## src/rtl/dmem_port_arbiter_pkg.sv

```systemverilog
// Shared definitions for the data-memory port arbiter: defaults, grant encoding, width helper.
package dmem_port_arbiter_pkg;

  localparam logic [31:0] KB_BUF_BASE_DEFAULT = 32'h0000_0100;

  localparam logic GNT_CPU = 1'b0;
  localparam logic GNT_KB  = 1'b1;

  typedef enum logic {
    StGrantCpu,
    StGrantKbSteal
  } arb_state_e;

  // Bits needed to index n entries; never less than 1.
  function automatic int unsigned log2w(input int unsigned n);
    int unsigned w;
    w = 1;
    while ((32'd1 << w) < n) begin
      w = w + 1;
    end
    return w;
  endfunction

endpackage

```

## src/rtl/kb_fifo.sv

```systemverilog
// Small synchronous FIFO for keyboard scan codes; DEPTH must be a power of two and at least 2.
module kb_fifo
  import dmem_port_arbiter_pkg::*;
#(
  parameter int unsigned DEPTH = 4,
  parameter int unsigned WIDTH = 8
) (
  input  logic             clk,
  input  logic             rst,
  input  logic             push,
  input  logic             pop,
  input  logic [WIDTH-1:0] din,
  output logic             full,
  output logic             empty,
  output logic [WIDTH-1:0] head
);

  localparam int unsigned AW = log2w(DEPTH);
  localparam logic [AW:0] FULL_CNT = (AW+1)'(DEPTH);

  logic [WIDTH-1:0] mem_q [DEPTH];
  logic [AW-1:0]    rd_q, wr_q;
  logic [AW:0]      cnt_q;
  logic             do_push, do_pop;

  assign full    = (cnt_q == FULL_CNT);
  assign empty   = (cnt_q == '0);
  assign head    = mem_q[rd_q];
  assign do_push = push && !full;
  assign do_pop  = pop && !empty;

  always_ff @(posedge clk) begin
    if (do_push) begin
      mem_q[wr_q] <= din;
    end
  end

  always_ff @(posedge clk) begin
    if (rst) begin
      rd_q  <= '0;
      wr_q  <= '0;
      cnt_q <= '0;
    end else begin
      if (do_push) begin
        wr_q <= wr_q + AW'(1);
      end
      if (do_pop) begin
        rd_q <= rd_q + AW'(1);
      end
      case ({do_push, do_pop})
        2'b10:   cnt_q <= cnt_q + (AW+1)'(1);
        2'b01:   cnt_q <= cnt_q - (AW+1)'(1);
        default: cnt_q <= cnt_q;
      endcase
    end
  end

endmodule

```

## src/rtl/dmem_port_arbiter.sv

```systemverilog
// Shares the data RAM between the CPU load/store port and a keyboard scan-code ring buffer,
// using idle CPU slots or a one-cycle CPU stall when the keyboard has waited too long.
module dmem_port_arbiter
  import dmem_port_arbiter_pkg::*;
#(
  parameter int unsigned KB_FIFO_DEPTH = 4,
  parameter logic [31:0] KB_BUF_BASE   = KB_BUF_BASE_DEFAULT,
  parameter int unsigned KB_BUF_WORDS  = 16,
  parameter int unsigned MAX_WAIT      = 3
) (
  input  logic                            clk,
  input  logic                            rst,
  input  logic                            cpu_cs,
  input  logic                            cpu_r,
  input  logic                            cpu_w,
  input  logic [31:0]                     cpu_addr,
  input  logic [31:0]                     cpu_wdata,
  output logic [31:0]                     cpu_rdata,
  output logic                            cpu_stall,
  input  logic                            kb_valid,
  input  logic [7:0]                      kb_code,
  output logic                            kb_ready,
  output logic                            mem_cs,
  output logic                            mem_r,
  output logic                            mem_w,
  output logic [31:0]                     mem_addr,
  output logic [31:0]                     mem_wdata,
  input  logic [31:0]                     mem_rdata,
  output logic [log2w(KB_BUF_WORDS)-1:0]  kb_wr_ptr,
  output logic                            kb_overflow
);

  localparam int unsigned PW = log2w(KB_BUF_WORDS);
  localparam int unsigned WW = log2w(MAX_WAIT + 1);

  arb_state_e    state_q;
  logic          steal_q, steal_d;
  logic [WW-1:0] wait_q, wait_d;
  logic [PW-1:0] ptr_q;
  logic          ovf_q;
  logic          gnt;
  logic          push, pop;
  logic          fifo_full, fifo_empty;
  logic [7:0]    fifo_head;
  logic [31:0]   kb_addr;

  kb_fifo #(
    .DEPTH (KB_FIFO_DEPTH),
    .WIDTH (8)
  ) u_kb_fifo (
    .clk   (clk),
    .rst   (rst),
    .push  (push),
    .pop   (pop),
    .din   (kb_code),
    .full  (fifo_full),
    .empty (fifo_empty),
    .head  (fifo_head)
  );

  assign steal_q = (state_q == StGrantKbSteal);

  // While rst is high the block is transparent: CPU grant, no stall, FIFO shown as ready.
  always_comb begin
    gnt = GNT_CPU;
    if (!rst) begin
      if (steal_q) begin
        gnt = GNT_KB;
      end else if (!fifo_empty && !cpu_cs) begin
        gnt = GNT_KB;
      end
    end
  end

  assign kb_ready  = rst || !fifo_full;
  assign push      = kb_valid && !fifo_full && !rst;
  assign pop       = (gnt == GNT_KB);
  assign cpu_stall = steal_q && !rst;
  assign cpu_rdata = mem_rdata;
  assign kb_addr   = KB_BUF_BASE + {{(30 - PW){1'b0}}, ptr_q, 2'b00};

  always_comb begin
    mem_cs    = cpu_cs;
    mem_r     = cpu_r;
    mem_w     = cpu_w;
    mem_addr  = cpu_addr;
    mem_wdata = cpu_wdata;
    if (gnt == GNT_KB) begin
      mem_cs    = 1'b1;
      mem_r     = 1'b0;
      mem_w     = 1'b1;
      mem_addr  = kb_addr;
      mem_wdata = {24'h0, fifo_head};
    end
  end

  // A steal is only requested on a CPU-granted cycle with data waiting, so the
  // stolen slot always has an entry to drain and never follows another steal.
  always_comb begin
    wait_d = '0;
    if (!fifo_empty && gnt == GNT_CPU) begin
      wait_d = wait_q + WW'(1);
    end
    steal_d = 1'b0;
    if (!steal_q && !fifo_empty && gnt == GNT_CPU) begin
      steal_d = (wait_d == WW'(MAX_WAIT)) || (fifo_full && kb_valid);
    end
  end

  always_ff @(posedge clk) begin
    if (rst) begin
      state_q <= StGrantCpu;
      wait_q  <= '0;
      ptr_q   <= '0;
      ovf_q   <= 1'b0;
    end else begin
      case (state_q)
        StGrantCpu:     state_q <= steal_d ? StGrantKbSteal : StGrantCpu;
        StGrantKbSteal: state_q <= StGrantCpu;
      endcase
      wait_q <= wait_d;
      if (pop) begin
        ptr_q <= ptr_q + PW'(1);
      end
      if (kb_valid && fifo_full) begin
        ovf_q <= 1'b1;
      end
    end
  end

  assign kb_wr_ptr   = ptr_q;
  assign kb_overflow = ovf_q;

endmodule

```

## config.mk

```make
export PLATFORM = sky130hd
export DESIGN_NAME = dmem_port_arbiter
export DESIGN_NICKNAME = d
export VERILOG_FILES = /design/src/rtl/dmem_port_arbiter_pkg.sv /design/src/rtl/kb_fifo.sv /design/src/rtl/dmem_port_arbiter.sv
export SDC_FILE = /design/constraint.sdc
export NUM_CORES = 1
export LEC_CHECK = 0
export CAP_MARGIN = 10
export CELL_PAD_IN_SITES_DETAIL_PLACEMENT = 1
export CELL_PAD_IN_SITES_GLOBAL_PLACEMENT = 2
export CORE_MARGIN = 2
export CORE_UTILIZATION = 20
export CTS_CLUSTER_DIAMETER = 30
export DETAILED_ROUTE_END_ITERATION = 12
export PLACE_DENSITY_LB_ADDON = 0.12
export SYNTH_ARGS = -nofsm -noshare
export SYNTH_HDL_FRONTEND = slang
export SYNTH_SLANG_ARGS = --single-unit
```

## constraint.sdc

```tcl
create_clock -name clk -period 7.25 [get_ports clk]
set_clock_uncertainty 0.05 [all_clocks]
set_input_delay 1.45 -clock clk [delete_from_list [all_inputs] [get_ports clk]]
set_output_delay 1.45 -clock clk [all_outputs]
set_load 0.05 [all_outputs]
```

The metal 1 layer:
The bar under the picture is 20 um long.
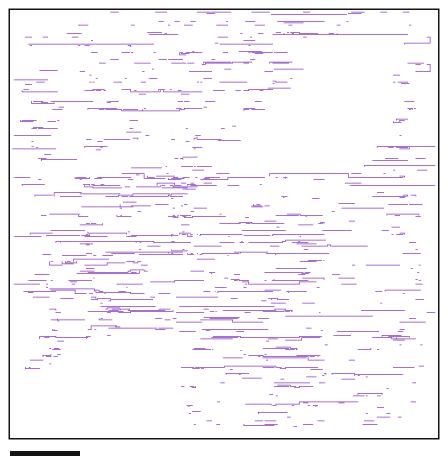
wire length on this layer = 2940 um
longest straight run = 38.6 um

Signal wires on met2:
The bar under the picture is 20 um long.
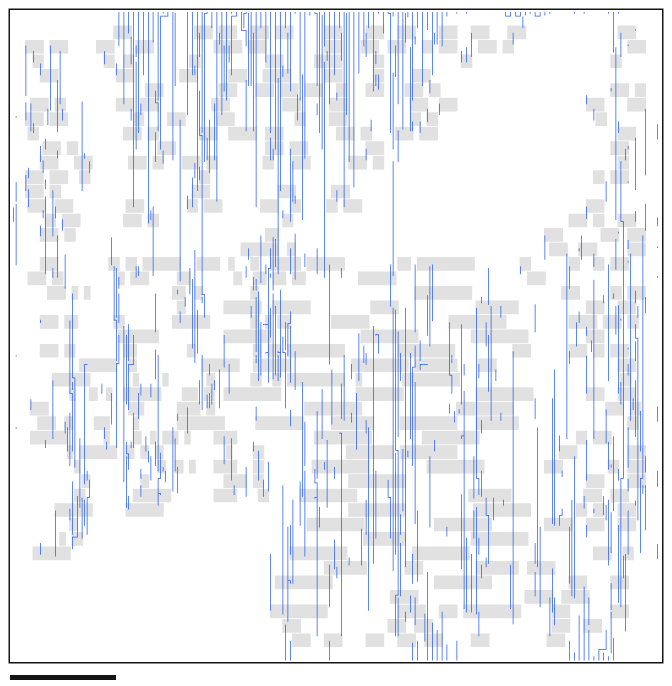
nets with wire on the layer = 415
wire length on this layer = 4680 um
main direction = vertical

==> out/metrics.cfg <==
[clock_network]
cts_setup_buffers=0
htreeDepth=2
numCtsBuffers=5
clk_latency_ns=0.28
root_buffer=clkbuf_16

[power_and_ir_drop]
power.leakage_uw=0.00156
clockNetworkPower_uw=262
internal_power_uw=611
power_uw=916
clkPwrFrac_pct=28.6
power_frac_comb_pct=36.3
largestPowerGroup=combinational logic

[timing]
maxSlewHeadroom_pct=48.1
post-route-min-period_ns=5.37
fin_crit_sh_pct=74.0
final-hold-violation-count=0
finalSetupViolations=0
worstMarginPinSlew_ns=0.776

[logic_synthesis]
ys_cells=243
avgSynthCellArea_um2=11.6
fp_nets=360
seq_area_frac_synth_pct=46.3

[worst_setup_path]
cp_top_family=buffers and inverters
timing.critical_path.buf_inv=4
crit_chain=clkdlybuf4s50_1 -> nor2b_1 -> buf_4 -> nor3_4 -> buf_4 -> mux2_4 -> clkdlybuf4s50_1
crit_path_top_delay_cell=clkdlybuf4s50_1
critical_path.max_fanout=21
cp-end-kind=output port
slowest_delay_ns=0.70

[global_route]
grt_use_total_pct=10.9

[run]
max_cap_violations=0
warnings=29

[final_layout]
layout.nets=478
area_growth_pct=58.2
final_area_um2=4440
mostFrequentLayoutCells=clkdlybuf4s50_1, nor2b_1, edfxtp_1
finalNonFillerCells=542

[floorplanning]
rows=43
die_y_um=123

[placed_design]
routabilityCongestion=0.652

[worst_hold_path]
hold_path.class=reg2reg

[detailed_routing]
antenna_left=0
drtIter0Drc=36
vias=2188

[outcome]
outcome=finished, final reports clean

area by class of cell:
| type | instances | area [um2] | area share [%] |
|---|---|---|---|
| Timing Repair Buffer | 155 | 1550 | 35.0 |
| Sequential cell | 49 | 1300 | 29.3 |
| Multi-Input combinational cell | 140 | 1160 | 26.1 |
| Tap cell | 180 | 225 | 5.07 |
| Clock buffer | 6 | 129 | 2.90 |
| Clock inverter | 2 | 38.8 | 0.873 |
| Inverter | 10 | 37.5 | 0.845 |
routing by layer:
| layer | global-route usage (%) | vias up | part of all wire [%] |
|---|---|---|---|
| met5 | 0 | - | 0 |
| met4 | 3.30 | 0 | 1.6 |
| met1 | 11.0 | 1046 | 35 |
| met3 | 2.79 | 19 | 7.9 |
| li1 | - | 1032 | - |
| met2 | 21.5 | 91 | 56 |
cell families (layout without fill, tap and decap cells):
| kind of cell | Yosys count | count (layout) | synth area share (%) |
|---|---|---|---|
| buffers and inverters | 54 | 173 | 12.6 |
| muxes | 21 | 21 | 13.2 |
| xor gates and xnor gates | 2 | 2 | 0.624 |
| adders and majority gates | 7 | 7 | 3.39 |
| AOI/OAI and AO/OA | 21 | 21 | 4.01 |
| DFF | 49 | 49 | 46.3 |
| and+or+nand+nor | 89 | 89 | 19.8 |
state kept, by name, indices dropped and copies added (netlist names), named ones only:
name             flops
u_kb_fifo.mem_q     32
kb_wr_ptr            4
u_kb_fifo.cnt_q      3
u_kb_fifo.rd_q       2
u_kb_fifo.wr_q       2
wait_q               2
kb_overflow          1
state_q              1
path summary, 6_finish.rpt:
path | from | endpoint | slack (ns) | cells past startpoint
setup / recovery | cpu_cs | mem_wdata[6] | 1.88 | 7
hold / removal | wait_q[0] | wait_q[0] | 0.39 | 1
setup reg to reg | u_kb_fifo.cnt_q[2] | u_kb_fifo.cnt_q[2] | 4.48 | 9
hold reg to reg | wait_q[0] | wait_q[0] | 0.39 | 1
worst register-to-register path, cell delays in order, from the launching register on:
cell     delay [ns]
dfxtp_1        0.45
nor3b_1        0.68
nor3_1         0.21
inv_1          0.10
ha_1           0.18
inv_1          0.06
fa_1           0.38
xor2_1         0.16
or3_1          0.30
a21oi_1        0.13
through the flow:
step	setup slack [ns]	utilization (%)
4_1_cts	1.84	32.3
6_report	1.88	32.3
2_1_floorplan	2.94	-
3_3_place_gp	1.90	31.1
5_1_grt	1.78	32.3
3_5_place_dp	1.84	31.1
synthesized netlist by cell type:
master    count  area, um2
a21oi_1      13       65.1
and2_1        4       25.0
buf_1         1       3.75
buf_2         1       5.00
buf_4        32        240
buf_6         4       45.0
clkbuf_1      5       18.8
clkbuf_2      1       5.00
dfxtp_1      17        340
edfxtp_1     32        961
fa_1          1       20.0
ha_1          6       75.1
inv_1        10       37.5
mux2_4       12        180
mux2i_1       1       10.0
mux4_2        8        180
nand2_1       3       11.3
nand2b_1      3       18.8
nand3_1       3       15.0
nand3b_1      1       7.51
nor2_1        5       18.8
nor2b_1      54        338
nor3_1        3       15.0
nor3_2        1       10.0
nor3b_1       1       7.51
nor4_4        1       21.3
o21ai_0       5       25.0
o31ai_1       3       22.5
or2_2         3       18.8
or3_1         3       18.8
or3b_2        1       8.76
or4_1         3       22.5
xor2_1        2       17.5
